`src/rtl/lcd_read_cycle_pkg.sv`:
```
// -----------------------------------------------------------------------------
// lcd_read_cycle_pkg
// Shared definitions for the LCD read-cycle sequencer: FSM state encoding,
// RS values, busy-flag bit position, address field width and a helper that
// sizes the phase timer.
// -----------------------------------------------------------------------------
package lcd_read_cycle_pkg;

   typedef enum logic [2:0] {
      ST_IDLE,
      ST_SETUP,
      ST_E_HIGH,
      ST_E_LOW,
      ST_CHECK,
      ST_DONE
   } state_e;

   // RS levels on the LCD bus
   localparam logic RS_CMD  = 1'b0;   // instruction register / status read
   localparam logic RS_DATA = 1'b1;   // DDRAM/CGRAM data read

   localparam int unsigned DB_W       = 8;
   localparam int unsigned BF_BIT     = 7;
   localparam int unsigned ADDR_W     = 7;
   localparam int unsigned POLL_CNT_W = 8;

   // Width needed to hold (max_cycles - 1); never narrower than one bit.
   function automatic int unsigned timer_width(input int unsigned max_cycles);
      return (max_cycles > 1) ? $clog2(max_cycles) : 1;
   endfunction

endpackage

```
`src/rtl/lcd_phase_timer.sv`:
```
// -----------------------------------------------------------------------------
// lcd_phase_timer
// Loadable down-counter used to time the E-high and E-low phases of a read.
// Loading value V makes done_o assert V cycles after the load edge, i.e. a
// phase lasting V+1 cycles is timed by loading V.
//
// Ports:
//   clk        - slow clock
//   rst        - synchronous active-high reset (counter cleared)
//   load_i     - load load_val_i into the counter at the next edge
//   load_val_i - value to load (phase length minus one)
//   done_o     - counter has reached zero (current phase ends this cycle)
// -----------------------------------------------------------------------------
module lcd_phase_timer #(
   parameter int unsigned CNT_W = 1
) (
   input  logic             clk,
   input  logic             rst,
   input  logic             load_i,
   input  logic [CNT_W-1:0] load_val_i,
   output logic             done_o
);

   logic [CNT_W-1:0] cnt_q;
   logic [CNT_W-1:0] cnt_d;

   always_comb begin
      cnt_d = cnt_q;
      if (load_i) begin
         cnt_d = load_val_i;
      end else if (cnt_q != '0) begin
         cnt_d = cnt_q - CNT_W'(1);
      end
   end

   always_ff @(posedge clk) begin
      if (rst) begin
         cnt_q <= '0;
      end else begin
         cnt_q <= cnt_d;
      end
   end

   assign done_o = (cnt_q == '0);

endmodule

```
`src/rtl/lcd_read_cycle.sv`:
```
// -----------------------------------------------------------------------------
// lcd_read_cycle
// HD44780-style read bus cycle sequencer (RW=1). Performs a single status read,
// a single data read, or a busy-poll loop of status reads that ends when BF=0
// or when MAX_POLLS reads have been made (timeout).
//
// Parameters:
//   E_CYCLES     - cycles E is held high per read (>=1)
//   RECOV_CYCLES - cycles E is held low after its falling edge (>=1)
//   MAX_POLLS    - status reads allowed in poll mode (1..255)
//
// Ports:
//   clk        - slow clock
//   rst        - synchronous active-high reset
//   rd_enable  - start request, sampled in IDLE only
//   reg_sel    - 0 status read, 1 data read (latched at start)
//   poll       - repeat status reads while BF=1 (latched, ignored for data)
//   db_in      - LCD data bus input path
//   rs_out     - LCD RS
//   rw_out     - LCD RW
//   e_out      - LCD E
//   db_release - 1 = DB drivers tri-stated
//   rd_data    - last sampled bus value
//   busy       - BF of last status read
//   addr       - address counter of last status read
//   rd_finish  - one-cycle completion pulse
//   timeout    - poll limit reached, held until next accepted start
// -----------------------------------------------------------------------------
module lcd_read_cycle
   import lcd_read_cycle_pkg::*;
#(
   parameter int unsigned E_CYCLES     = 1,
   parameter int unsigned RECOV_CYCLES = 1,
   parameter int unsigned MAX_POLLS    = 255
) (
   input  logic              clk,
   input  logic              rst,
   input  logic              rd_enable,
   input  logic              reg_sel,
   input  logic              poll,
   input  logic [DB_W-1:0]   db_in,
   output logic              rs_out,
   output logic              rw_out,
   output logic              e_out,
   output logic              db_release,
   output logic [DB_W-1:0]   rd_data,
   output logic              busy,
   output logic [ADDR_W-1:0] addr,
   output logic              rd_finish,
   output logic              timeout
);

   localparam int unsigned TMR_MAX = (E_CYCLES > RECOV_CYCLES) ? E_CYCLES : RECOV_CYCLES;
   localparam int unsigned TMR_W   = timer_width(TMR_MAX);
   localparam logic [TMR_W-1:0]      E_LOAD      = TMR_W'(E_CYCLES - 1);
   localparam logic [TMR_W-1:0]      R_LOAD      = TMR_W'(RECOV_CYCLES - 1);
   localparam logic [POLL_CNT_W-1:0] MAX_POLLS_C = POLL_CNT_W'(MAX_POLLS);

   state_e                  state_q;
   logic                    reg_sel_q;
   logic                    poll_q;
   logic [POLL_CNT_W-1:0]   poll_cnt_q;
   logic                    rs_q;
   logic                    rw_q;
   logic                    e_q;
   logic                    rel_q;
   logic [DB_W-1:0]         rd_data_q;
   logic                    busy_q;
   logic [ADDR_W-1:0]       addr_q;
   logic                    rd_finish_q;
   logic                    timeout_q;

   logic                    tmr_load;
   logic [TMR_W-1:0]        tmr_val;
   logic                    tmr_done;

   // The timer is loaded on the edge that enters each timed phase, so its
   // done tick coincides with the last cycle of that phase.
   always_comb begin
      tmr_load = 1'b0;
      tmr_val  = E_LOAD;
      if (state_q == ST_SETUP) begin
         tmr_load = 1'b1;
         tmr_val  = E_LOAD;
      end else if ((state_q == ST_E_HIGH) && tmr_done) begin
         tmr_load = 1'b1;
         tmr_val  = R_LOAD;
      end
   end

   lcd_phase_timer #(
      .CNT_W (TMR_W)
   ) u_phase_timer (
      .clk        (clk),
      .rst        (rst),
      .load_i     (tmr_load),
      .load_val_i (tmr_val),
      .done_o     (tmr_done)
   );

   // Single FSM process; every pin output is registered and updated on the
   // edge that enters the state it belongs to.
   always_ff @(posedge clk) begin
      if (rst) begin
         state_q     <= ST_IDLE;
         reg_sel_q   <= RS_CMD;
         poll_q      <= 1'b0;
         poll_cnt_q  <= '0;
         rs_q        <= 1'b0;
         rw_q        <= 1'b0;
         e_q         <= 1'b0;
         rel_q       <= 1'b0;
         rd_data_q   <= '0;
         busy_q      <= 1'b0;
         addr_q      <= '0;
         rd_finish_q <= 1'b0;
         timeout_q   <= 1'b0;
      end else begin
         rd_finish_q <= 1'b0;
         case (state_q)
            ST_IDLE: begin
               if (rd_enable) begin
                  reg_sel_q  <= reg_sel;
                  // Poll mode only makes sense for status reads.
                  poll_q     <= poll && (reg_sel != RS_DATA);
                  poll_cnt_q <= '0;
                  timeout_q  <= 1'b0;
                  rs_q       <= reg_sel;
                  rw_q       <= 1'b1;
                  rel_q      <= 1'b1;
                  state_q    <= ST_SETUP;
               end
            end

            ST_SETUP: begin
               e_q     <= 1'b1;
               state_q <= ST_E_HIGH;
            end

            ST_E_HIGH: begin
               if (tmr_done) begin
                  e_q       <= 1'b0;
                  rd_data_q <= db_in;
                  if (reg_sel_q == RS_CMD) begin
                     busy_q <= db_in[BF_BIT];
                     addr_q <= db_in[ADDR_W-1:0];
                  end
                  poll_cnt_q <= poll_cnt_q + POLL_CNT_W'(1);
                  state_q    <= ST_E_LOW;
               end
            end

            ST_E_LOW: begin
               if (tmr_done) begin
                  state_q <= ST_CHECK;
               end
            end

            ST_CHECK: begin
               if (poll_q && busy_q && (poll_cnt_q < MAX_POLLS_C)) begin
                  // RS/RW/release stay asserted across poll iterations.
                  state_q <= ST_SETUP;
               end else begin
                  if (poll_q && busy_q) begin
                     timeout_q <= 1'b1;
                  end
                  rd_finish_q <= 1'b1;
                  rs_q        <= 1'b0;
                  rw_q        <= 1'b0;
                  rel_q       <= 1'b0;
                  state_q     <= ST_DONE;
               end
            end

            ST_DONE: begin
               state_q <= ST_IDLE;
            end

            default: begin
               state_q <= ST_IDLE;
            end
         endcase
      end
   end

   assign rs_out     = rs_q;
   assign rw_out     = rw_q;
   assign e_out      = e_q;
   assign db_release = rel_q;
   assign rd_data    = rd_data_q;
   assign busy       = busy_q;
   assign addr       = addr_q;
   assign rd_finish  = rd_finish_q;
   assign timeout    = timeout_q;

endmodule
```
`config.mk`:
```
export PLATFORM = sky130hd
export DESIGN_NAME = lcd_read_cycle
export DESIGN_NICKNAME = d
export VERILOG_FILES = /design/src/rtl/lcd_read_cycle_pkg.sv /design/src/rtl/lcd_phase_timer.sv /design/src/rtl/lcd_read_cycle.sv
export SDC_FILE = /design/constraint.sdc
export NUM_CORES = 1
export LEC_CHECK = 0
export CAP_MARGIN = 10
export CORE_ASPECT_RATIO = 1.75
export CORE_UTILIZATION = 51
export CTS_BUF_LIST = sky130_fd_sc_hd__clkbuf_8
export CTS_CLUSTER_DIAMETER = 200
export CTS_CLUSTER_SIZE = 10
export DETAILED_ROUTE_END_ITERATION = 6
export PLACE_DENSITY = 0.88
export SYNTH_ARGS = -nofsm -noshare
export SYNTH_HDL_FRONTEND = slang
export SYNTH_SLANG_ARGS = --single-unit
```
`constraint.sdc`:
```
create_clock -name clk -period 2.1 [get_ports clk]
set_input_delay 0.42 -clock clk [delete_from_list [all_inputs] [get_ports clk]]
set_output_delay 0.42 -clock clk [all_outputs]
set_load 0.1 [all_outputs]
```
==> metrics.yaml <==
timing:
  relSlewSlack_pct: 52.1
  final_max_slew_viol_count: 0
  setup_slack_ns: 0.450
  hold-worst-slack_ns: 0.457
  finalCritPeriodShare_pct: 78.6
worst_setup_path:
  reg2regPathDepth: 4
  critPathMaxFanout: 18
  crit_type: "reg -> reg"
  start_kind: "register"
  cp.depth: 4
  critPathArrivalTime_ns: 1.87
  endpoint_kind: "register"
  slowest_delay_ns: 0.66
layout:
  drive_gt1_share_pct: 19.3
  n_fill_cell: 225
  fin_cells: 229
clock_tree:
  ctsResizeCount: 0
  cts_tree: "yes"
  cts.htree.levels: 2
  postCtsSetupBuffers: 0
pwr:
  power_switching_uw: 622
  pwr-share-seq_pct: 41.6
  combPwrFrac_pct: 24.6
  swShare_pct: 33.9
global_routing:
  antenna_found_initial: 0
  grt_max_degree: 21
  grt_pass1_wl_um: 5290
yosys:
  synth_seq_share_pct: 46.9
  ff_type: "dfxtp_1"
  async_flop_share_pct: 0
  synth.net_count: 184
die:
  row_count: 25
  die_h_um: 73.6
  io_pins: 35
place:
  hpwlAfterDp_um: 2420
  place_inst: 221
  placed_cell_area_mm2: 0.00175
  post-place-ws_ns: 0.277
flow_run:
  tool_warnings: 26
status:
  outcome: "finished, final reports clean"
detailed_routing:
  drc: 0
  first_pass_iters: 4
  routed_wl_um: 3210
==> cell families after synthesis <==
group / after synthesis / share of synthesized area [%]
simple gates: 64 / 22.8
other cells: 1 / 0.251
xor+xnor: 6 / 3.51
flops: 35 / 46.9
mux: 3 / 2.01
compound gates: 45 / 17.2
buf+inv: 15 / 6.53
fa+ha+maj: 1 / 0.837
==> sequential cells by signal, indices dropped and copies added, names as in the netlist, 3 cells and up <==
signal      flops
rd_data         8
poll_cnt_q      8
state_q         3
addr            7
==> cell type report <==
type	count	area, µm²	share of cell area [%]
Sequential cell	35	701	37.6
Clock inverter	2	35.0	1.88
Multi-Input combinational cell	120	697	37.4
Tap cell	27	33.8	1.81
Clock buffer	6	82.6	4.43
Inverter	2	7.51	0.403
Timing Repair Buffer	37	308	16.5
==> cells in the final DEF (no fill, tap or decap), types with 2 or more instances in the layout <==
| cell | Yosys | layout |
|---|---|---|
| dfxtp_1 | 35 | 35 |
| nand2_1 | 27 | 27 |
| buf_4 | 1 | 25 |
| a21oi_1 | 22 | 22 |
| nor2_1 | 12 | 12 |
| clkdlybuf4s50_1 | 0 | 12 |
| o21ai_0 | 11 | 11 |
| clkbuf_8 | 0 | 6 |
| xor2_1 | 5 | 5 |
| and3_1 | 4 | 4 |
| o2111ai_1 | 3 | 3 |
| mux2i_1 | 3 | 3 |
| nor2b_1 | 2 | 2 |
| inv_1 | 2 | 2 |
| nand3_1 | 2 | 2 |
| nand4_1 | 2 | 2 |
| and2_1 | 2 | 2 |
| o211ai_1 | 2 | 2 |
| a211oi_1 | 2 | 2 |
==> worst paths after layout <==
| check | endpoint | start |
|---|---|---|
| worst max-delay path | addr[5] | state_q[1] |
| worst min-delay path | rd_data[3] | rd_data[3] |
| worst min register to register | rd_data[3] | rd_data[3] |
| worst max register to register | addr[5] | state_q[1] |
==> synthesized netlist by cell type (2+ instances only) <==
cell type,count,share of area (%)
nor2b_1,2,0.84
nand3_1,2,0.67
a21oi_1,22,7.4
clkbuf_1,3,0.75
o2111ai_1,3,1.8
o21ai_0,11,3.7
xor2_1,5,2.9
inv_1,2,0.50
nand2_1,27,6.8
a211oi_1,2,1.0
mux2i_1,3,2.0
buf_6,3,2.3
nand4_1,2,0.84
and2_1,2,0.84
buf_1,2,0.50
dfxtp_1,35,47
buf_2,3,1.0
nor2_1,12,3.0
and3_1,4,1.7
o211ai_1,2,1.0
==> layer usage <==
| layer | wire length, µm | track usage (%) | vias to the layer above | share of wire [%] |
|---|---|---|---|---|
| met2 | 1730 | 39.6 | 51 | 54 |
| li1 | - | - | 649 | - |
| met3 | 185 | 6.63 | 13 | 5.8 |
| met5 | 0 | 0 | - | 0 |
| met4 | 123 | 14.5 | 0 | 3.8 |
| met1 | 1170 | 21.5 | 596 | 36 |
==> power by group through the flow <==
stage          Combinational (mW)  Clock (mW)  Sequential (mW)
2_1_floorplan               0.227           0            0.917
3_3_place_gp                0.444           0            0.774
3_5_place_dp                0.450           0            0.778
4_1_cts                     0.452       0.636            0.763
5_1_grt                     0.475       0.659            0.771
6_report                    0.450       0.620            0.764
clk_routes.png
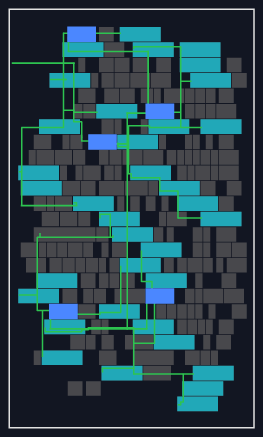
legend:
  green:
    item: clock wires
    length: 407 µm
  cyan:
    item: flip-flops
    count: 35
  blue:
    item: clock drivers
    count: 5
routed clock nets: 6
flops lie: all over the die
clk_skew: 0.00329 ns
clock group share of total power: 33.8%
clk pwr: 620 µW

logic_types.png
Bar = 10 µm.
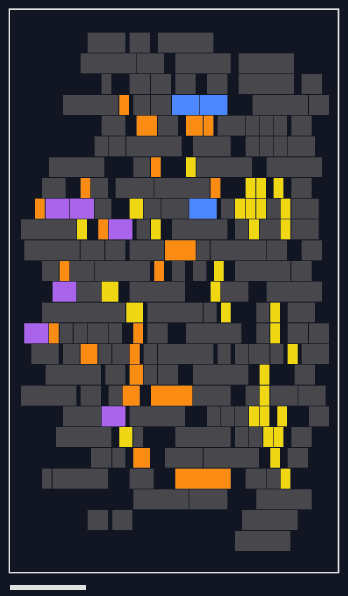
legend:
  purple:
    family: xor and xnor cells
    cells: 6
    where: middle left
  yellow:
    family: nand cells
    cells: 31
  blue:
    family: mux cells
    cells: 3
  orange:
    family: nor cells
    cells: 21

sizes.png
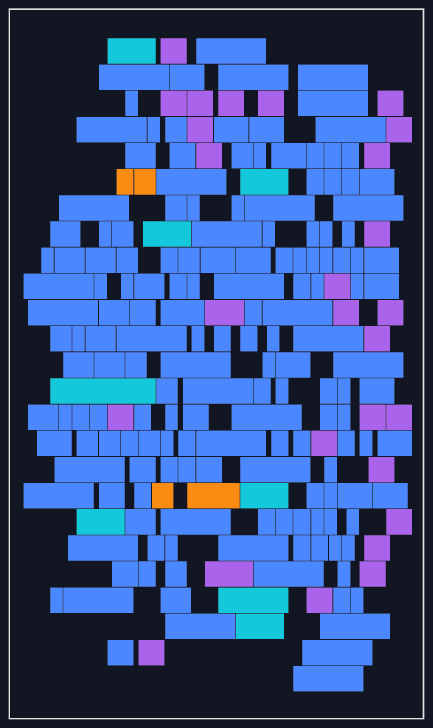
legend:
  orange:
    size: _2 cells
    cells: 4
    share: 2.0%
  purple:
    size: _3 and _4 cells
    cells: 27
    share: 13%
    most_used: buf_4
  blue:
    size: _0 and _1 cells
    cells: 163
    share: 81%
    most_used: dfxtp_1
  cyan:
    size: _6 and larger
    cells: 8
    share: 4.0%
    most_used: clkbuf_8

layer_met3.png
Cells faint in the background.
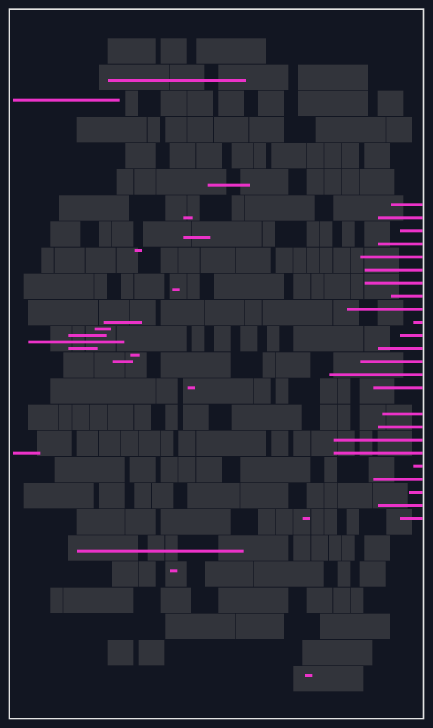
share of all routed wire: 5.8%
nets with wire on the layer: 36
wire length on this layer: 185 µm

No activity file was given, so power comes from the tool's default toggle rates.
